===== src/rtl/ring_seq_pkg.sv =====
// rtl/ring_seq_pkg.sv - shared types, pin map and rate table for the walking-bit sequencer
package ring_seq_pkg;

  localparam int WIDTH_DEF      = 6;
  localparam int PRESCALE_W_DEF = 11;
  localparam int POS_W          = 3;

  typedef enum logic {
    ST_RUN  = 1'b0,
    ST_HOLD = 1'b1
  } seq_state_e;

  localparam logic [PRESCALE_W_DEF-1:0] RATE_LIM_0 = 11'd0;
  localparam logic [PRESCALE_W_DEF-1:0] RATE_LIM_1 = 11'd15;
  localparam logic [PRESCALE_W_DEF-1:0] RATE_LIM_2 = 11'd255;
  localparam logic [PRESCALE_W_DEF-1:0] RATE_LIM_3 = 11'd2047;

  localparam int PIN_CLK     = 0;
  localparam int PIN_RST     = 1;
  localparam int PIN_MODE    = 2;
  localparam int PIN_RATE_LO = 3;
  localparam int PIN_RATE_HI = 4;
  localparam int PIN_PAUSE   = 5;
  localparam int PIN_DIR     = 6;
  localparam int PIN_STEP    = 7;

  localparam int OUT_STROBE  = 6;
  localparam int OUT_DIR     = 7;

  function automatic logic [PRESCALE_W_DEF-1:0] rate_limit(input logic [1:0] code);
    case (code)
      2'd0:    return RATE_LIM_0;
      2'd1:    return RATE_LIM_1;
      2'd2:    return RATE_LIM_2;
      default: return RATE_LIM_3;
    endcase
  endfunction

endpackage


===== src/rtl/ring_prescaler.sv =====
// rtl/ring_prescaler.sv - step-rate divider producing a one-cycle tick at the selected divisor
module ring_prescaler
  import ring_seq_pkg::*;
#(
  parameter int PRESCALE_W = PRESCALE_W_DEF
) (
  input  logic       i_clk,
  input  logic       i_rst,
  input  logic [1:0] i_rate,
  input  logic       i_hold,
  output logic       o_tick
);

  logic [PRESCALE_W-1:0] r_count;
  logic [1:0]            r_rate_q;
  logic [PRESCALE_W-1:0] w_limit;
  logic                  w_rate_chg;
  logic                  w_term;

  assign w_limit    = PRESCALE_W'(rate_limit(i_rate));
  assign w_rate_chg = (i_rate != r_rate_q);
  assign w_term     = (r_count == w_limit);
  // A rate change restarts the count so the counter never sits above the new limit.
  assign o_tick     = w_term & ~i_hold & ~w_rate_chg;

  always_ff @(posedge i_clk) begin
    if (i_rst) begin
      r_count  <= '0;
      r_rate_q <= '0;
    end else begin
      r_rate_q <= i_rate;
      if (i_hold || w_rate_chg || w_term) begin
        r_count <= '0;
      end else begin
        r_count <= r_count + PRESCALE_W'(1);
      end
    end
  end

endmodule


===== src/rtl/ring_sequencer_ctrl.sv =====
// rtl/ring_sequencer_ctrl.sv - one-hot lamp sequencer: input sync, RUN/HOLD FSM, rotate/ping-pong motion
module ring_sequencer_ctrl
  import ring_seq_pkg::*;
#(
  parameter int WIDTH      = WIDTH_DEF,
  parameter int PRESCALE_W = PRESCALE_W_DEF
) (
  input  logic [7:0] io_in,
  output logic [7:0] io_out
);

  localparam int SYNC_MODE    = PIN_MODE - PIN_MODE;
  localparam int SYNC_RATE_LO = PIN_RATE_LO - PIN_MODE;
  localparam int SYNC_RATE_HI = PIN_RATE_HI - PIN_MODE;
  localparam int SYNC_PAUSE   = PIN_PAUSE - PIN_MODE;
  localparam int SYNC_DIR     = PIN_DIR - PIN_MODE;
  localparam int SYNC_STEP    = PIN_STEP - PIN_MODE;
  localparam logic [POS_W-1:0] POS_LAST = POS_W'(WIDTH - 1);

  logic                w_clk;
  logic                w_rst;
  logic [5:0]          r_meta;
  logic                r_mode_s;
  logic [1:0]          r_rate_s;
  logic                r_dir_s;
  logic                r_step_s;
  logic                r_step_d;
  seq_state_e          r_state;
  seq_state_e          w_state_nxt;
  logic                w_hold;
  logic                w_adv;
  logic                w_tick;
  logic                w_step_edge;
  logic [POS_W-1:0]    r_pos;
  logic [POS_W-1:0]    w_pos_nxt;
  logic                r_dir;
  logic                w_dir_nxt;
  logic                r_strobe;
  logic [WIDTH-1:0]    r_pattern;

  assign w_clk       = io_in[PIN_CLK];
  assign w_rst       = io_in[PIN_RST];
  assign w_step_edge = r_step_s & ~r_step_d;

  // Pause's second synchronizer stage is the FSM state register itself.
  always_ff @(posedge w_clk) begin
    if (w_rst) begin
      r_meta   <= '0;
      r_mode_s <= 1'b0;
      r_rate_s <= '0;
      r_dir_s  <= 1'b0;
      r_step_s <= 1'b0;
      r_step_d <= 1'b0;
    end else begin
      r_meta   <= io_in[PIN_STEP:PIN_MODE];
      r_mode_s <= r_meta[SYNC_MODE];
      r_rate_s <= r_meta[SYNC_RATE_HI:SYNC_RATE_LO];
      r_dir_s  <= r_meta[SYNC_DIR];
      r_step_s <= r_meta[SYNC_STEP];
      r_step_d <= r_step_s;
    end
  end

  always_ff @(posedge w_clk) begin
    if (w_rst) begin
      r_state <= ST_RUN;
    end else begin
      r_state <= w_state_nxt;
    end
  end

  always_comb begin
    w_state_nxt = r_meta[SYNC_PAUSE] ? ST_HOLD : ST_RUN;
  end

  always_comb begin
    w_hold = 1'b0;
    w_adv  = 1'b0;
    case (r_state)
      ST_RUN:  w_adv = w_tick;
      ST_HOLD: begin
        w_hold = 1'b1;
        w_adv  = w_step_edge;
      end
      default: w_adv = 1'b0;
    endcase
  end

  ring_prescaler #(
    .PRESCALE_W(PRESCALE_W)
  ) u_prescaler (
    .i_clk (w_clk),
    .i_rst (w_rst),
    .i_rate(r_rate_s),
    .i_hold(w_hold),
    .o_tick(w_tick)
  );

  always_comb begin
    w_pos_nxt = r_pos;
    w_dir_nxt = r_dir;
    if (!r_mode_s) begin
      w_dir_nxt = r_dir_s;
      if (w_adv) begin
        if (r_dir_s) begin
          w_pos_nxt = (r_pos == '0) ? POS_LAST : r_pos - POS_W'(1);
        end else begin
          w_pos_nxt = (r_pos == POS_LAST) ? '0 : r_pos + POS_W'(1);
        end
      end
    end else if (w_adv) begin
      // Ping-pong bounces off either end, flipping direction on the same edge.
      if (!r_dir && r_pos == POS_LAST) begin
        w_pos_nxt = POS_LAST - POS_W'(1);
        w_dir_nxt = 1'b1;
      end else if (r_dir && r_pos == '0) begin
        w_pos_nxt = POS_W'(1);
        w_dir_nxt = 1'b0;
      end else if (r_dir) begin
        w_pos_nxt = r_pos - POS_W'(1);
      end else begin
        w_pos_nxt = r_pos + POS_W'(1);
      end
    end
  end

  always_ff @(posedge w_clk) begin
    if (w_rst) begin
      r_pos     <= '0;
      r_dir     <= 1'b0;
      r_strobe  <= 1'b0;
      r_pattern <= WIDTH'(1);
    end else begin
      r_pos     <= w_pos_nxt;
      r_dir     <= w_dir_nxt;
      r_strobe  <= w_adv;
      r_pattern <= WIDTH'(1) << w_pos_nxt;
    end
  end

  assign io_out[WIDTH-1:0]  = r_pattern;
  assign io_out[OUT_STROBE] = r_strobe;
  assign io_out[OUT_DIR]    = r_dir;

endmodule


===== config.mk =====
export PLATFORM = sky130hd
export DESIGN_NAME = ring_sequencer_ctrl
export DESIGN_NICKNAME = d
export VERILOG_FILES = /design/src/rtl/ring_seq_pkg.sv /design/src/rtl/ring_prescaler.sv /design/src/rtl/ring_sequencer_ctrl.sv
export SDC_FILE = /design/constraint.sdc
export NUM_CORES = 1
export LEC_CHECK = 0
export CAP_MARGIN = 25
export CORE_UTILIZATION = 42
export DETAILED_ROUTE_END_ITERATION = 8
export GPL_TIMING_DRIVEN = 0
export SYNTH_ARGS = -nofsm -noshare
export SYNTH_HDL_FRONTEND = slang
export SYNTH_SLANG_ARGS = --single-unit

===== constraint.sdc =====
create_clock -name io_in -period 3.82 [get_ports io_in]
set_input_delay 0.764 -clock io_in [delete_from_list [all_inputs] [get_ports io_in]]
set_output_delay 0.764 -clock io_in [all_outputs]
set_load 0.01 [all_outputs]

Fig. 1: run 1, logic cells by family
Scale: 8 px per um.
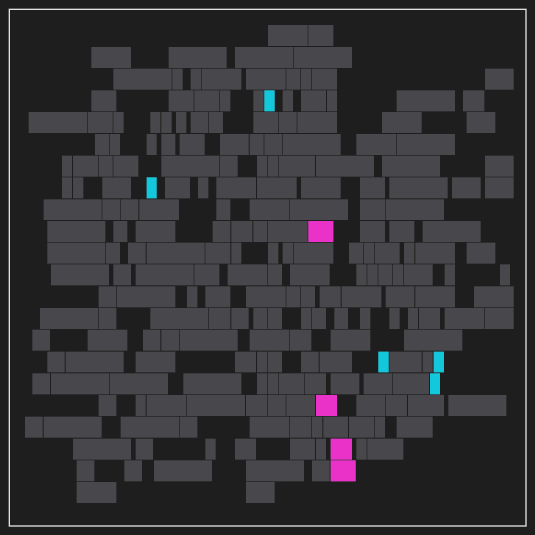
legend:
  magenta:
    family: non-inverting ao/oa cells
    cells: 4
  cyan:
    family: inv cells
    cells: 5
final std cells w/o fill: 273
Commonest Layout Cell: dfxtp_1
logic share of the area: 0.372

Fig. 2: run 1, routing congestion
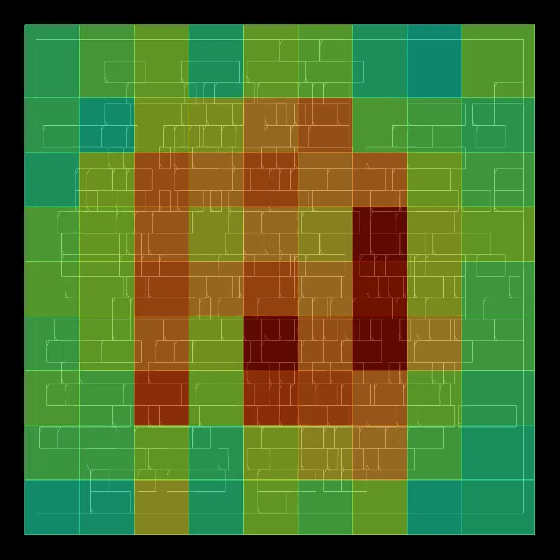
met2 Resource Use GR: 0.239
average wire per standard cell: 13.4 um

==> reports/metrics.yaml, run 1 <==
status: "complete, but fails checks"
violations: "hold timing"
drcViolationCount: 0
critPathArrivalTime_ns: 3.28
die_area_um2: 4150
top_cell: "dfxtp_1"
grt_pass1_vias: 1856
slowest_stage: "or3_1"
ant_nets: 0
overflow: 0
ys_cells: 177
clkTransAtPathRegs_ns: 0.08
final_area_um2: 2240
path_common_cell: "clkbuf_8"
ys_seq_share: 0.453
final_hold_viol_count: 6
cts_tree: "done"
grt-busiest-layer: "met4"
worstMarginPinSlew_ns: 0.666
ys_ff: 37
met3_length_um: 286
placed_cells: 233
finalWorstSetupSlack_ns: 0.768
antenna_found_initial: 0
fp_util: 0.443
dr_wl_met2_um: 1720
synth.distinct_cells: 43
dieWidth_um: 64.4
area_delta_synth_final_pct: 36.9
fin_util: 0.607
critical_path_buf_inv_count: 7
top_area_frac: 0.453
ys.warnings.count: 0
pre_cts_slack_ns: 1.15
topRoutingLayerUsed: "met4"
syn_area_per_cell_um2: 9.24
warnings: 77
critPathTopFamily: "buffers and inverters"
fin_skew_ns: 0.00503
final.setup.tns_ns: 0
top_cells_by_count: "dfxtp_1, nor2_1, nor2b_1"
maxSlewHeadroom: 0.552
drtPass1Iterations: 5
synth_cells: 177
async_flop_share: 0
die_h_um: 64.4
clk-insertion-delay-late_ns: 0.29
coreArea_um2: 3690
fp_nets: 190
setup_viol: 0
logic_area_um2: 833
whs_ns: -0.164
synth-edff-count: 0
grt_use_met3: 0.250
endpoint_kind: "flop"
grt_pass1_wl_um: 6330
crit_path_max_fanout: 6
flop_area_um2: 741
critical_path_class: "clock port to flop"
yosys.area.top_type: "dfxtp_1"
synthFlopType: "dfxtp_1"
required_ns: 4.05
num_antenna_cells: 0
post-dp-hpwl_um: 2170
post_dp_cell_area_um2: 1780
grt_usage: 0.222
critPathMaxStageDelay_ns: 0.38
holdBufCountCts: 0
via_per_inst: 5.33
drtIter0Drc: 94
rsz0062_at_grt: "false"
postCtsResizedCells: 0
ys_area_um2: 1640
drv_cap: 0
io-pin-count: 16
top_cells_by_area: "dfxtp_1, nor2b_1, nor2_1"
fill_cells: 318
globalplace.congestion: 0.866
portBuffers: 8
crit_path_start_kind: "clock port"
rows: 22
final_nets: 229
final_layout_size_suffix_gt1_frac: 0.182
netlist_area_um2: 1640
wl_met1_um: 1550
hold_path.class: "clock port to flop"
crit_chain: "clkbuf_8, clkbuf_8, or3_1, clkbuf_8, clkbuf_8, clkbuf_1, clkbuf_8, clkbuf_8, nor2_1"
grt_max_degree: 14
cts_setup_buffers: 0
slew_violations: 0
grt_use_met1: 0.162
Fig. 3: run 1, signal wires on met2
Scale: 4 px per um.
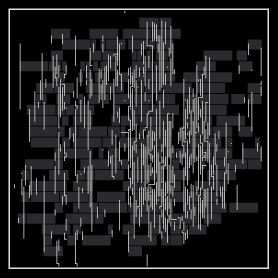
share of all routed wire: 47%
wire length on this layer: 1,720 um
main direction: vertical
final wirelength: 3650 um
routed via count: 1,456

[run 1: final cells by class]
class,instances,area share
multi-input cells,126,0.372
plain buffers,9,0.0190
well taps,48,0.0268
inverters,5,0.00838
clock inverters,6,0.0157
repair buffers,8,0.0358
clock buffers,34,0.191
flip-flops and latches,37,0.331
[run 1: flip-flops by register name (all words and copies together) (netlist names)]
name	flops
r_dir_s	1
r_rate_s	2
r_step_s	1
r_dir	1
r_pos	3
r_strobe	1
r_pattern	6
u_prescaler.r_rate_q	2
r_state	1
r_meta	6
r_mode_s	1
r_step_d	1
u_prescaler.r_count	11
[run 1: cells in the final DEF (no fill, tap or decap), drive strengths merged, types with 5 or more instances in the layout]
cell / netlist / layout
xor2: 7 / 7
inv: 5 / 7
nand3: 9 / 9
clkbuf: 5 / 39
nor2b: 17 / 17
nand2: 9 / 9
mux2i: 5 / 5
dfxtp: 37 / 37
nor2: 23 / 23
ha: 5 / 5
clkdlybuf4s50: 0 / 8
[run 1: worst paths after layout]
kind | startpoint | depth (start not counted) | slack (ns) | end
setup reg to reg | r_pos[2] | 8 | 1.29 | r_pattern[4]
setup / recovery | io_in[1] | 9 | 0.77 | u_prescaler.r_count[7]
hold reg to reg | r_meta[4] | 1 | 0.44 | r_dir_s
hold / removal | io_in[5] | 1 | -0.16 | r_meta[3]
[run 1: kinds of logic (layout without fill, tap and decap cells)]
logic type      after synthesis  after routing  share of synthesized area
simple gates                 76             76                      0.243
flops                        37             37                      0.453
compound gates               27             27                      0.125
buf+inv                      14             62                     0.0375
xor+xnor                     11             11                     0.0589
mux                           7              7                     0.0444
fa+ha+maj                     5              5                     0.0383
--- run 2 (diff from run 1) ---
clock period = 2.5 ns   (was 3.82 ns; I/O delays follow)
Fig. 4: run 2, logic cells by family
Scale: 8 px per um.
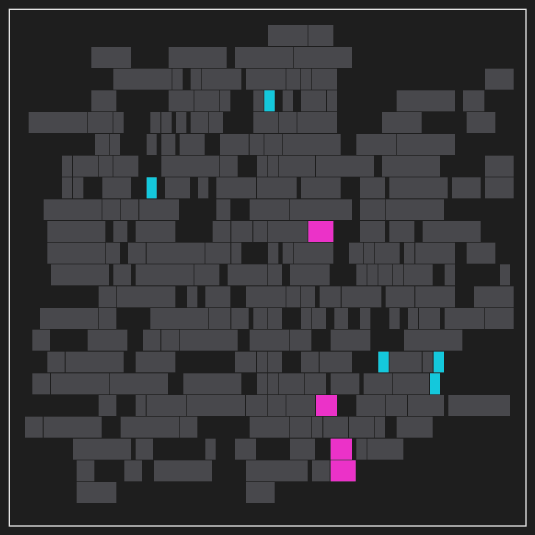
legend:
  cyan:
    family: inv cells
    cells: 5
  magenta:
    family: non-inverting ao/oa cells
    cells: 4
final std cells w/o fill: 272

Fig. 5: run 2, sizing map
Scale: 8 px per um.
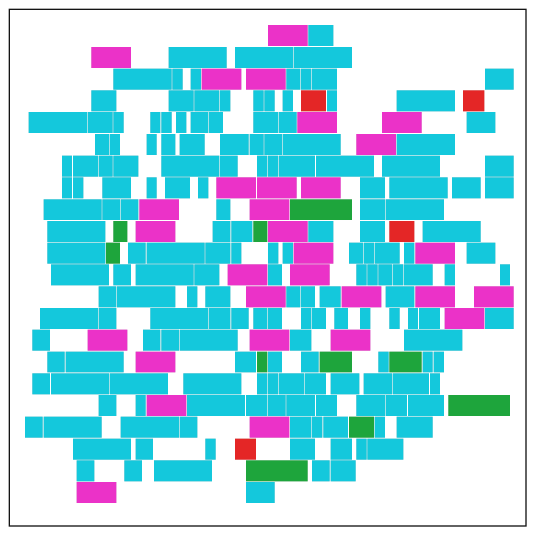
legend:
  cyan:
    size: x1 and smaller
    cells: 180
  red:
    size: x3 and x4
    cells: 4
  green:
    size: x2
    cells: 10
  magenta:
    size: x6 and larger
    cells: 30
Final WS setup: 0.110 ns
Synth-to-Final Area Change: 36.9%
Finished Cell Area: 2240 um2

Fig. 6: run 2, met3 routing
Scale: 4 px per um.
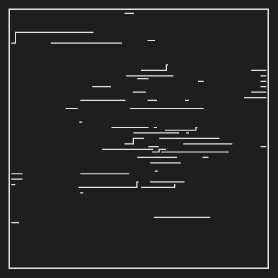
main direction: horizontal
wire length on this layer: 308 um
longest straight run: 19.3 um
nets with wire on the layer: 36
share of all routed wire: 8.5%
final wirelength: 3640 um
routed via count: 1,437

==> run 2 against run 1 <==
The run ends with DRC, hold timing left. Via count fell by 1.3%. Critical path type unchanged. Clock-buffer cell count did not move. Synthesized cell count did not move. Global-route usage did not move. Clock skew fell by 0.0011 ns. Critical path depth did not move. Worst setup slack got worse by 0.66 ns. Design area did not move.
==> reports/metrics.yaml, run 2 <==
status: "complete, but fails checks"  # unchanged
violations: "DRC, hold timing"  # was hold timing
synth-edff-count: 0  # unchanged
via_per_inst: 5.28  # was 5.33
hold_path.class: "clock port to flop"  # unchanged
endpoint_kind: "flop"  # unchanged
grt_pass1_wl_um: 6320  # was 6330 um
critPathArrivalTime_ns: 2.62  # was 3.28 ns
top_area_frac: 0.453  # unchanged
ys.warnings.count: 0  # unchanged
grt_pass1_vias: 1849  # was 1,856
largest_reg_flops: 11  # unchanged
clk-insertion-delay-late_ns: 0.29  # about the same
reg2reg_slack_ns: 0.16  # was 1.29 ns
critPathMaxStageDelay_ns: 0.38  # about the same
top_register: "u_prescaler.r_count"  # unchanged
warnings: 77  # unchanged
ys_cells: 177  # unchanged
maxSlewHeadroom: 0.546  # was 0.552
slew_violations: 0  # unchanged
setup_viol: 0  # unchanged
async_flop_share: 0  # unchanged
overflow: 0  # unchanged
dr_wl_met2_um: 1700  # was 1720 um
worstMarginPinSlew_ns: 0.675  # was 0.666 ns
critical_path_buf_inv_count: 7  # unchanged
io-pin-count: 16  # unchanged
ys_seq_share: 0.453  # unchanged
cts_tree: "done"  # unchanged
dieWidth_um: 64.4  # unchanged
coreArea_um2: 3690  # unchanged
fin_util: 0.607  # unchanged
crit_chain: "clkbuf_8, clkbuf_8, or3_1, clkbuf_8, clkbuf_8, clkbuf_1, clkbuf_8, clkbuf_8, nor2_1"  # unchanged
final_nets: 228  # was 229
drv_cap: 0  # unchanged
die_h_um: 64.4  # unchanged
rows: 22  # unchanged
netlist_area_um2: 1640  # unchanged
slowest_stage: "or3_1"  # unchanged
final_layout_size_suffix_gt1_frac: 0.196  # was 0.182
antenna_found_initial: 0  # unchanged
post-dp-hpwl_um: 2170  # unchanged
synth.distinct_cells: 43  # unchanged
ys_ff: 37  # unchanged
drtPass1Iterations: 6  # was 5
grt_max_degree: 14  # unchanged
crit_path_start_kind: "clock port"  # unchanged
drcViolationCount: 2  # was 0
wl_met1_um: 1530  # was 1550 um
portBuffers: 8  # unchanged
syn_area_per_cell_um2: 9.24  # unchanged
fp_util: 0.443  # unchanged
pre_cts_slack_ns: 0.0191  # was 1.15 ns
reg.largest.list: "u_prescaler.r_count x11, r_meta x6, r_pattern x6"  # unchanged
synthFlopType: "dfxtp_1"  # unchanged
topRoutingLayerUsed: "met4"  # unchanged
fin_skew_ns: 0.00394  # was 0.00503 ns
clkTransAtPathRegs_ns: 0.08  # about the same
num_antenna_cells: 0  # unchanged
fp_nets: 190  # unchanged
yosys.area.top_type: "dfxtp_1"  # unchanged
final_cell_mix: "dfxtp_1, clkbuf_8, nor2_1"  # unchanged
wl_per_cell_um: 13.4  # about the same
ys_area_um2: 1640  # unchanged
placed_cells: 233  # unchanged
post_dp_cell_area_um2: 1780  # unchanged
drtIter0Drc: 97  # was 94
top_cells_by_count: "dfxtp_1, nor2_1, nor2b_1"  # unchanged
met3_length_um: 308  # was 286 um
top_cells_by_area: "dfxtp_1, nor2b_1, nor2_1"  # unchanged
path_common_cell: "clkbuf_8"  # unchanged
required_ns: 2.73  # was 4.05 ns
lay_top_count: "dfxtp_1"  # unchanged
die_area_um2: 4150  # unchanged
final.setup.tns_ns: 0  # unchanged
ant_nets: 0  # unchanged
synth_cells: 177  # unchanged
grt_usage: 0.222  # unchanged
final_hold_viol_count: 6  # unchanged
rsz0062_at_grt: "false"  # unchanged
globalplace.congestion: 0.866  # unchanged
crit_path_max_fanout: 6  # unchanged
cts_setup_buffers: 0  # unchanged
critical_path_class: "clock port to flop"  # unchanged
whs_ns: -0.164  # about the same
top_cell: "dfxtp_1"  # unchanged
critPathTopFamily: "buffers and inverters"  # unchanged
[run 2: cell type report]
class,instances,area [um2]
sequential,37,744
fill,317,1450
timing repair buffer,8,80.1
buffer,8,38.8
tap,48,60.1
multi-input combinational,126,833
inverter,5,18.8
clock buffer,34,428
clock inverter,6,35.0
[run 2: worst paths after layout]
| check | start | endpoint | cells past startpoint |
|---|---|---|---|
| min | io_in[5] | r_meta[3] | 1 |
| max reg2reg | r_pos[0] | r_pattern[4] | 8 |
| max | io_in[1] | u_prescaler.r_count[7] | 9 |
| min reg2reg | r_meta[4] | r_dir_s | 1 |
[run 2: layer usage]
metal | up-vias | global-route usage
li1 | 702 | -
met1 | 646 | 0.163
met2 | 72 | 0.238
met3 | 17 | 0.254
met4 | 0 | 0.333
met5 | - | 0
[run 2: repair_timing]
item	in CTS	in global routing
cloned	0	0
pin swaps	0	0
endpoints found under the hold margin	0	0
hold buffers	0	0
endpoints found under the setup margin	4	4
resized	0	3
[run 2: worst register-to-register path: stages (launching register included)]
cell and delay, ns:
dfxtp_2 0.39, inv_1 0.09, ha_1 0.22, ha_1 0.29
or3b_2 0.43, o311ai_0 0.11, o21a_1 0.25, o211ai_1 0.16
o32ai_1 0.31
[run 2: cells by family (layout without fill, tap and decap cells)]
logic type,after synthesis,after routing,synth area share
adders and majority gates,5,5,0.0383
buffers and inverters,14,61,0.0375
and+or+nand+nor,76,76,0.243
muxes,7,7,0.0444
AOI/OAI and AO/OA,27,27,0.125
DFF,37,37,0.453
xor gates and xnor gates,11,11,0.0589
--- run 3 (diff from run 2) ---
CORE_UTILIZATION = 50   (was 42)
PLACE_DENSITY = 0.74   (was unset)
Fig. 7: run 3, routing congestion
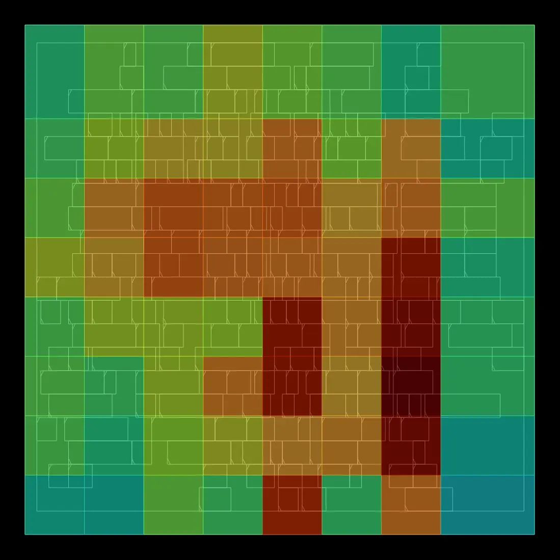
GR peak layer: met4
Final Core Density: 0.692
M3 GR Usage: 0.279

Fig. 8: run 3, logic cells by family
Scale: 8 px per um.
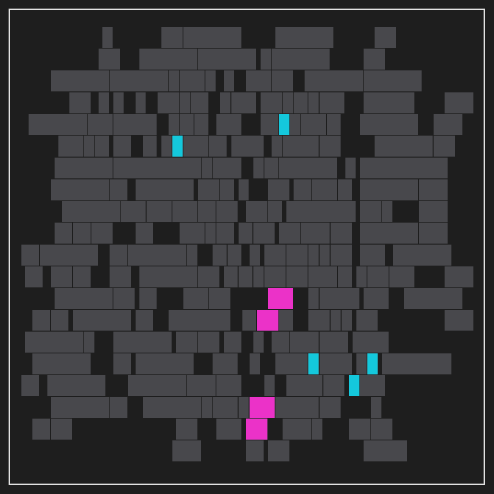
logic share of the area: 0.400
final std cells w/o fill: 267

Fig. 9: run 3, sizing map
Scale: 8 px per um.
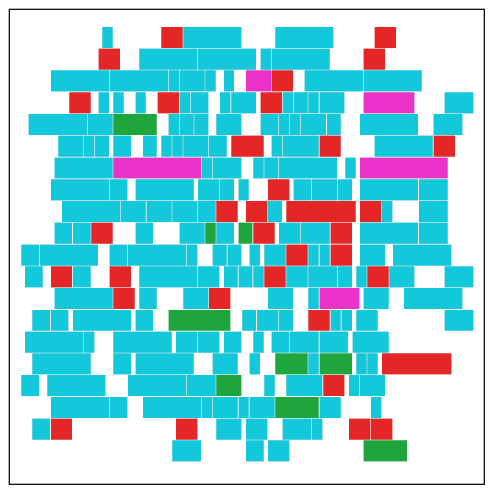
Non-CTS buffers: 16
Synth-to-Final Area Change: 30.2%
Final WS setup: 0.100 ns
Finished Cell Area: 2130 um2

==> run 3 against run 2 <==
The flow finishes with violations (hold timing). Wire length grew 3.0%. Non-clock buffer count is the same. Global-route usage grew 4.1 points. Critical path depth is the same. Sequential share of layout area grew 1.9 points. Design area shrank 4.9%. Flip-flop count is the same. Synthesized area is the same. Worst setup slack lost 0.0097 ns. Critical endpoint is now u_prescaler.r_count[9].
==> reports/metrics.yaml, run 3 <==
fin_skew_ns: 0.00868  # was 0.00394 ns
io-pin-count: 16  # unchanged
crit_path_start_kind: "clock port"  # unchanged
maxSlewHeadroom: 0.637  # was 0.546
cts_tree: "done"  # unchanged
vias: 1516  # was 1,437
final_cell_mix: "dfxtp_1, clkbuf_4, nor2_1"  # was dfxtp_1, clkbuf_8, nor2_1
critPathTopFamily: "buffers and inverters"  # unchanged
overflow: 0  # unchanged
path_common_cell: "clkbuf_4"  # was clkbuf_8
cts_setup_buffers: 0  # unchanged
ys_area_um2: 1640  # unchanged
async_flop_share: 0  # unchanged
via_per_inst: 5.68  # was 5.28
synthFlopType: "dfxtp_1"  # unchanged
coreArea_um2: 3080  # was 3690 um2
wl_per_cell_um: 14.0  # was 13.4 um
status: "complete, but fails checks"  # unchanged
ys.warnings.count: 0  # unchanged
holdBufCountCts: 0  # unchanged
critPathArrivalTime_ns: 2.69  # was 2.62 ns
hold_path.class: "clock port to flop"  # unchanged
netlist_area_um2: 1640  # unchanged
use_met2: 0.281  # was 0.238
top_cells_by_area: "dfxtp_1, nor2b_1, nor2_1"  # unchanged
critPathMaxStageDelay_ns: 0.37  # was 0.38 ns
synth.distinct_cells: 43  # unchanged
top_register: "u_prescaler.r_count"  # unchanged
final_layout_size_suffix_gt1_frac: 0.215  # was 0.196
post_dp_cell_area_um2: 1770  # was 1780 um2
largest_reg_flops: 11  # unchanged
ant_nets: 0  # unchanged
globalplace.congestion: 0.841  # was 0.866
top_area_frac: 0.453  # unchanged
rsz0062_at_grt: "false"  # unchanged
drtPass1Iterations: 9  # was 6
pre_cts_slack_ns: 0.00826  # was 0.0191 ns
fp_nets: 190  # unchanged
critical_path_class: "clock port to flop"  # unchanged
die_area_um2: 3500  # was 4150 um2
endpoint_kind: "flop"  # unchanged
critical_path_buf_inv_count: 7  # unchanged
lay_top_count: "dfxtp_1"  # unchanged
drcViolationCount: 0  # was 2
num_antenna_cells: 0  # unchanged
syn_area_per_cell_um2: 9.24  # unchanged
drt_wl_total_um: 3750  # was 3640 um
clk-insertion-delay-late_ns: 0.35  # was 0.29 ns
final.setup.tns_ns: 0  # unchanged
ys_seq_share: 0.453  # unchanged
required_ns: 2.79  # was 2.73 ns
top_cells_by_count: "dfxtp_1, nor2_1, nor2b_1"  # unchanged
clkTransAtPathRegs_ns: 0.11  # was 0.08 ns
grt_use_met1: 0.187  # was 0.163
die_h_um: 59.2  # was 64.4 um
top_cell: "dfxtp_1"  # unchanged
grt_usage: 0.263  # was 0.222
violations: "hold timing"  # was DRC, hold timing
synth-edff-count: 0  # unchanged
rows: 20  # was 22
portBuffers: 8  # unchanged
drtIter0Drc: 89  # was 97
placed_cells: 229  # was 233
grt_max_degree: 14  # unchanged
crit_path_max_fanout: 6  # unchanged
fill_cells: 244  # was 317
grt_pass1_vias: 1764  # was 1,849
slowest_stage: "or3_1"  # unchanged
final_hold_viol_count: 6  # unchanged
yosys.area.top_type: "dfxtp_1"  # unchanged
warnings: 77  # unchanged
dieWidth_um: 59.2  # was 64.4 um
setup_viol: 0  # unchanged
antenna_found_initial: 0  # unchanged
worstMarginPinSlew_ns: 0.540  # was 0.675 ns
post-dp-hpwl_um: 2180  # was 2170 um
final_nets: 228  # unchanged
drv_cap: 0  # unchanged
fp_util: 0.531  # was 0.443
ys_cells: 177  # unchanged
ys_ff: 37  # unchanged
whs_ns: -0.223  # was -0.164 ns
slew_violations: 0  # unchanged
crit_chain: "clkbuf_4, clkbuf_4, or3_1, clkbuf_4, clkbuf_4, clkbuf_1, clkbuf_4, clkbuf_4, nor2_1"  # was clkbuf_8, clkbuf_8, or3_1, clkbuf_8, clkbuf_8, clkbuf_1, clkbuf_8, clkbuf_8, nor2_1
reg.largest.list: "u_prescaler.r_count x11, r_meta x6, r_pattern x6"  # unchanged
grt_pass1_wl_um: 6040  # was 6320 um
synth_cells: 177  # unchanged
-- run 3: cell counts after synthesis --
No cell type changed its count.
-- run 3: metal layers --
metal | wire (um) | up-vias
met1 | 1390 | 697
met3 | 343 | 25
met4 | 153 | 0
met5 | 0 | -
li1 | - | 706
met2 | 1860 | 88
-- run 3: cells by family (layout without fill, tap and decap cells) --
group	count (synthesis)	in the layout	synth area share
AOI/OAI and AO/OA	27	27	0.125
adders and majority gates	5	5	0.0383
and+or+nand+nor	76	76	0.243
buffers and inverters	14	60	0.0375
muxes	7	7	0.0444
DFF	37	37	0.453
xor gates and xnor gates	11	11	0.0589
-- run 3: final timing paths --
path / start / endpoint / slack [ns] / cells past startpoint
setup / recovery: io_in[1] / u_prescaler.r_count[9] / 0.10 / 9
hold / removal: io_in[5] / r_meta[3] / -0.22 / 1
setup reg to reg: r_pos[0] / r_pattern[5] / 0.16 / 8
hold reg to reg: r_meta[0] / r_mode_s / 0.45 / 1
-- run 3: area by class of cell --
class	instances	area [um2]	share of cell area
clock inverters	5	90.1	0.0423
clock buffers	34	246	0.116
well taps	44	55.1	0.0259
multi-input cells	126	851	0.400
flip-flops and latches	37	749	0.352
inverters	5	18.8	0.00881
plain buffers	8	38.8	0.0182
repair buffers	8	80.1	0.0376
-- run 3: what timing repair did --
| action | in CTS | in global routing |
|---|---|---|
| resized | 1 | 10 |
| pin swaps | 0 | 3 |
| setup endpoints to repair | 4 | 7 |
